run_1/wire_density.png
The die is cut into 13 by 13 equal tiles; black is low, pale yellow is high, scaled to the fullest tile. Values are wire area over tile area, all layers added.
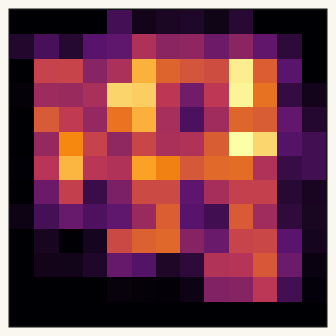
run_1/clock_map.png
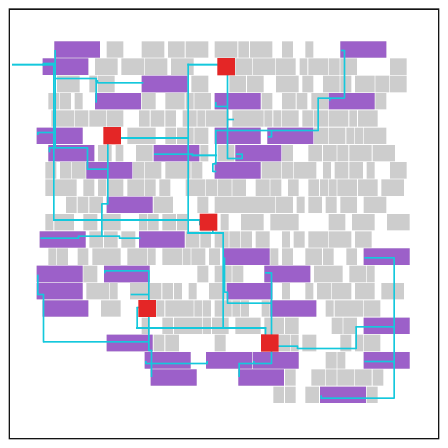
run_1/zoom.png
Scale bar: 10 microns. Region (21, 8) to (46, 33) microns. Cells in grey, sequential cells in the stronger grey; small squares are vias.
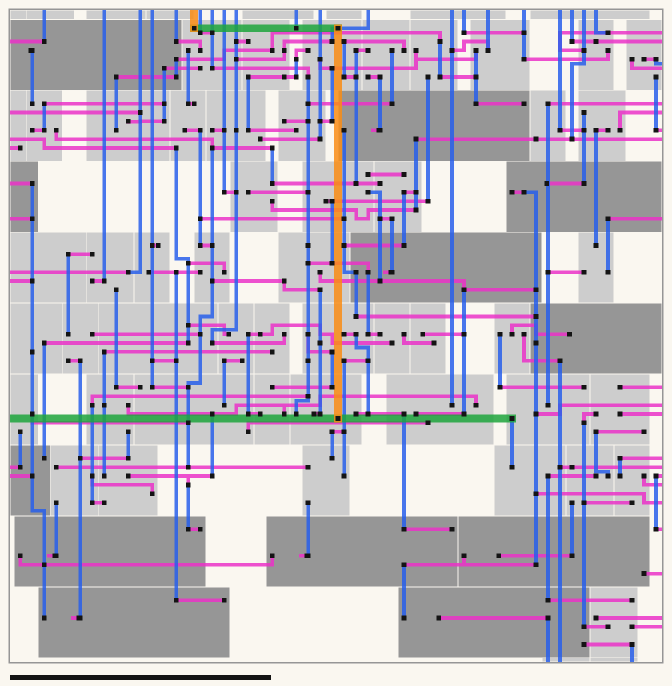
run_1/gate_families.png
Scale bar: 20 microns.
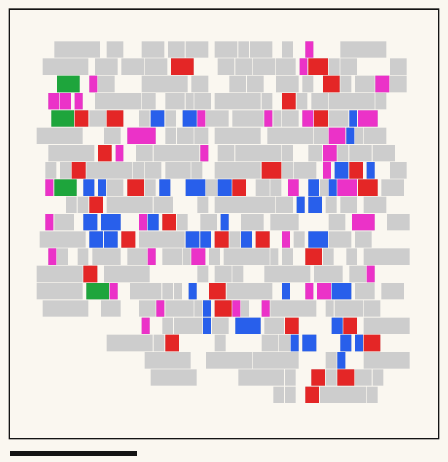
==> config.mk <==
export PLATFORM = sky130hd
export DESIGN_NAME = destruct_sequencer
export DESIGN_NICKNAME = d
export VERILOG_FILES = /design/src/rtl/destruct_sequencer.sv
export SDC_FILE = /design/constraint.sdc
export NUM_CORES = 1
export LEC_CHECK = 0
export ABC_CLOCK_PERIOD_IN_PS = 3400
export CORE_MARGIN = 4
export CORE_UTILIZATION = 60
export DETAILED_ROUTE_END_ITERATION = 10
export PLACE_DENSITY = 0.88
export SLEW_MARGIN = 10
export SYNTH_ARGS = -nofsm -noshare
export SYNTH_HDL_FRONTEND = slang
export SYNTH_SLANG_ARGS = --single-unit
==> constraint.sdc <==
create_clock -name clk -period 3.4 [get_ports clk]
set_clock_uncertainty 0.2 [all_clocks]
set_input_delay 0.68 -clock clk [delete_from_list [all_inputs] [get_ports clk]]
set_output_delay 0.68 -clock clk [all_outputs]
set_load 0.01 [all_outputs]
==> results.json, run 1 <==
{
  "synth_nets": 274,
  "drc": 0,
  "top_area_cell": "dfxtp_1",
  "die_x_microns": 67.4,
  "p_per_area_nw_per_um2": 338,
  "numPortBuffers": 17,
  "vias_per_cell": 6.15,
  "synth-seq-cells": 36,
  "synth-main-ff-cell": "dfxtp_1",
  "cts_tree": "yes",
  "ys_sh_simple_pct": 27.6,
  "finalClockPeriodUsage_pct": 95.9,
  "grt_max_degree": 20,
  "reg2reg_slack_ps": 800,
  "drt-initial-drc-count": 201,
  "insertedDiodeCount": 0,
  "setup_viol": 0,
  "postCtsSetupRepairBufs": 0,
  "clk_pin_slew_ps": 110,
  "synth.distinct_cells": 52,
  "status": "finished clean",
  "drv_cap": 0,
  "postRouteAntennaNets": 0,
  "ys_top_logic_family": "simple AND/OR/NAND/NOR gates",
  "yosys_cells": 263,
  "fin_tns_setup_ps": 0,
  "cts_root_buf": "clkbuf_4",
  "common_cells": "36 x dfxtp_1, 27 x a21oi_1, 22 x nor2_1",
  "critPathKind": "flip-flop to output pin",
  "avgSynthCellArea_sq_um": 8.05,
  "cp-start-kind": "flip-flop",
  "path_max_fanout": 18,
  "rsz0062_at_grt": "false",
  "area_growth_pct": 13.5,
  "most_common_cell": "dfxtp_1",
  "gr-total-overflow": 0,
  "cp-end-kind": "output pin",
  "fin_crit_ps": 3260,
  "cts_buffers": 5,
  "power_frac_seq_pct": 53.7,
  "syn_area_sq_um": 2120,
  "clock-sinks": 36,
  "drive_gt1_share_pct": 7.14,
  "yosysSeqAreaShare_pct": 34.0,
  "core_area_sq_um": 3360,
  "n_fill_cell": 280
}
Back to the opening pictures, wire_density.png:
emptiest ninth of the die	lower left
mean over tiles	0.17
fullest tile	0.56
WL final: 4800 microns
wire per inst: 14.7 microns
GRT Resource Usage Total: 22.8%
DR vias: 2004

Back to the opening pictures, clock_map.png:
[cyan] clock wires | length: 479 microns
[red] cells driving clock nets | count: 5
[purple] flip-flops | count: 36
routed clock nets	6
flops lie	all over the die
Clk pwr share: 32.1%
Clk power: 0.000261 W
worst-skew pair later-pin latency: 350 ps

Back to the opening pictures, zoom.png:
colour	layer
orange	met4
green	met3
magenta	met1
blue	met2
sequential cells in the window	10
cells with their middle in the window	58
most frequent	dfxtp_1 (10), a21oi_1 (7), nor2_1 (6)

Back to the opening pictures, gate_families.png:
colour	family	cells	most used
blue	NAND gates	37	nand2_1
red	AND and OR gates	30	or3_1
magenta	NOR gates	35	nor2_1
green	multiplexers	4	mux2i_1
Final Non-Filler Cells: 326
Comb/total area: 54.4%
most numerous logic cell after layout: dfxtp_1

==> run 1: timing repair <==
item | CTS | global route
setup endpoints to repair | 0 | 8
resized | 0 | 1
hold buffers | 0 | 0
==> run 1: per-stage QoR <==
step	setup slack [ps]	cell area [sq um]	hold slack [ps]	std cells
4_1_cts	91.6	2400	283	326
3_3_place_gp	351	2340	259	319
2_1_floorplan	911	2120	247	263
3_5_place_dp	268	2340	270	319
6_report	139	2400	276	326
5_1_grt	39.6	2400	313	326
==> run 1: area by class of cell <==
| cell class | instances | area (sq um) | share of cell area [%] |
|---|---|---|---|
| flip-flops and latches | 36 | 721 | 30.0 |
| well taps | 46 | 57.6 | 2.39 |
| multi-input cells | 204 | 1310 | 54.4 |
| repair buffers | 23 | 215 | 8.95 |
| inverters | 10 | 37.5 | 1.56 |
| clock buffers | 7 | 65.1 | 2.71 |
==> run 1: power by group through the flow <==
stage	registers (W)	clock network [W]	logic [W]
2_1_floorplan	0.000443	0	0.0000731
3_3_place_gp	0.000446	0	0.000111
3_5_place_dp	0.000446	0	0.000114
4_1_cts	0.000436	0.000260	0.000115
5_1_grt	0.000438	0.000280	0.000127
6_report	0.000437	0.000261	0.000116
==> run 1: critical path: stages (launching register included) <==
cell             delay (ps)
dfxtp_1                 690
and3b_1                 650
a21o_1                  160
clkdlybuf4s50_1         530
==> run 1: per-layer routing <==
metal | global-route usage, % | vias to the layer above | routed length [microns]
li1 | - | 1005 | -
met1 | 28.7 | 948 | 2230
met2 | 38.0 | 40 | 2260
met3 | 4.49 | 11 | 202
met4 | 9.37 | 0 | 106
met5 | 0 | - | 0
==> run 1 -> run 2 <==
CTS_CLUSTER_DIAMETER = 150   (was not set)
==> results.json, run 2 <==
{
  "die_x_microns": 67.4,
  "synth.distinct_cells": 52,
  "yosysSeqAreaShare_pct": 34.0,
  "dpl_cell_area_sq_um": 2340,
  "syn_area_sq_um": 2120,
  "top_area_cell": "dfxtp_1",
  "holdBufCountCts": 0,
  "synth_nets": 274,
  "status": "finished clean",
  "lay_top_count": "dfxtp_1",
  "most_common_cell": "dfxtp_1",
  "drt-total-wl_microns": 4800,
  "core_area_sq_um": 3360,
  "cp_num_buf_inv": 1,
  "fin_crit_ps": 3260,
  "gr-total-overflow": 0,
  "num_vias": 2004,
  "grt.total_usage_pct": 22.8,
  "clk_pin_slew_ps": 110,
  "cts_buffers": 5,
  "critPathKind": "flip-flop to output pin",
  "finalClockPeriodUsage_pct": 95.9,
  "cts_root_buf": "clkbuf_4"
}
run 2: cell counts in the layout (fill, tap and decap cells not counted):
No cell type changed its count.
run 2: stage by stage:
| step | power, W | std cells |
|---|---|---|
| 2_1_floorplan | 0.000516 | 263 |
| 3_3_place_gp | 0.000557 | 319 |
| 6_report | 0.000814 | 326 |
| 4_1_cts | 0.000812 | 326 |
| 3_5_place_dp | 0.000560 | 319 |
| 5_1_grt | 0.000845 | 326 |
run 2: cell type report:
class | count | area, sq um | area share, %
timing repair buffer | 23 | 215 | 8.95
multi-input combinational | 204 | 1310 | 54.4
clock buffer | 7 | 65.1 | 2.71
sequential | 36 | 721 | 30.0
inverter | 10 | 37.5 | 1.56
tap | 46 | 57.6 | 2.39
run 2: worst min-delay path: stages (launching register included):
cell and delay (ps):
dfxtp_1 330, o31ai_1 60, a21oi_1 50
run 2: timing repair:
item	in CTS	in global routing
hold endpoints to repair	0	0
setup buffers	0	0
gates resized	0	1
endpoints found under the setup margin	0	8
run 2: cells by family after synthesis:
group | count (synthesis) | synth area share (%)
multiplexers | 4 | 1.89
flip-flops | 36 | 34.0
adder cells (fa/ha/maj) | 6 | 3.43
XOR/XNOR | 8 | 3.31
AND/OR/NAND/NOR | 102 | 27.6
buffers and inverters | 23 | 4.37
AND-OR/OR-AND | 84 | 25.3
run 2: per-layer routing:
layer	global-route usage [%]	part of all wire (%)	wire length [microns]
met5	0	0	0
met4	9.37	2.2	106
met3	4.49	4.2	202
met2	38.0	47	2260
met1	28.7	46	2230
run 2: report_power, final:
group          leakage [nW]  internal (W)  switching [W]
Combinational         0.546     0.0000550      0.0000610
Sequential            0.291      0.000427      0.0000101
Clock                0.0374      0.000117       0.000144
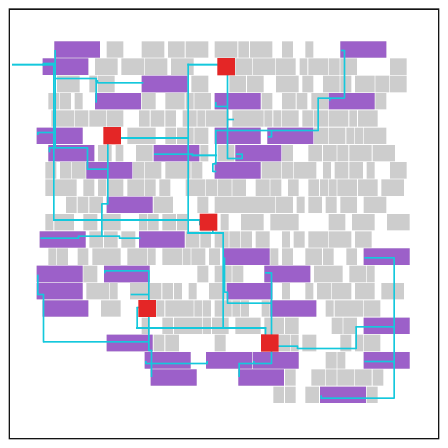
run_2/clock_map.png
[cyan] clock wires | length: 479 microns
[red] cells driving clock nets | count: 5
[purple] flip-flops | count: 36
routed clock nets	6
flops lie	all over the die

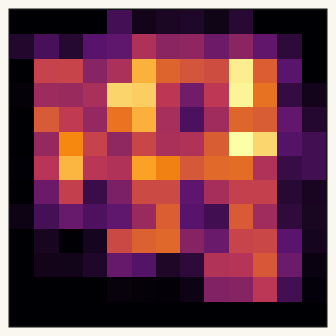
run_2/wire_density.png
The die is cut into 13 by 13 equal tiles; black is low, pale yellow is high, scaled to the fullest tile. Values are wire area over tile area, all layers added.
fullest tile	0.56
mean over tiles	0.17
densest ninth of the die	centre

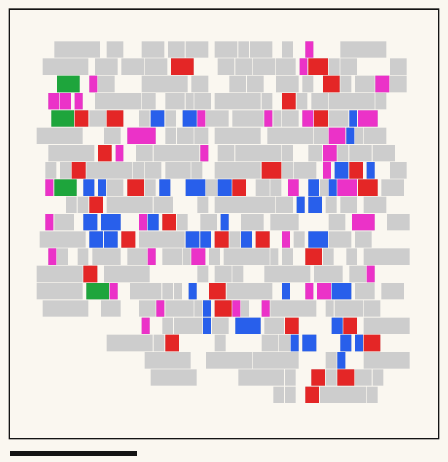
run_2/gate_families.png
Scale bar: 20 microns.
colour	family	cells	most used
magenta	NOR gates	35	nor2_1
red	AND and OR gates	30	or3_1
green	multiplexers	4	mux2i_1
blue	NAND gates	37	nand2_1

Power and IR drop assume default switching activity.
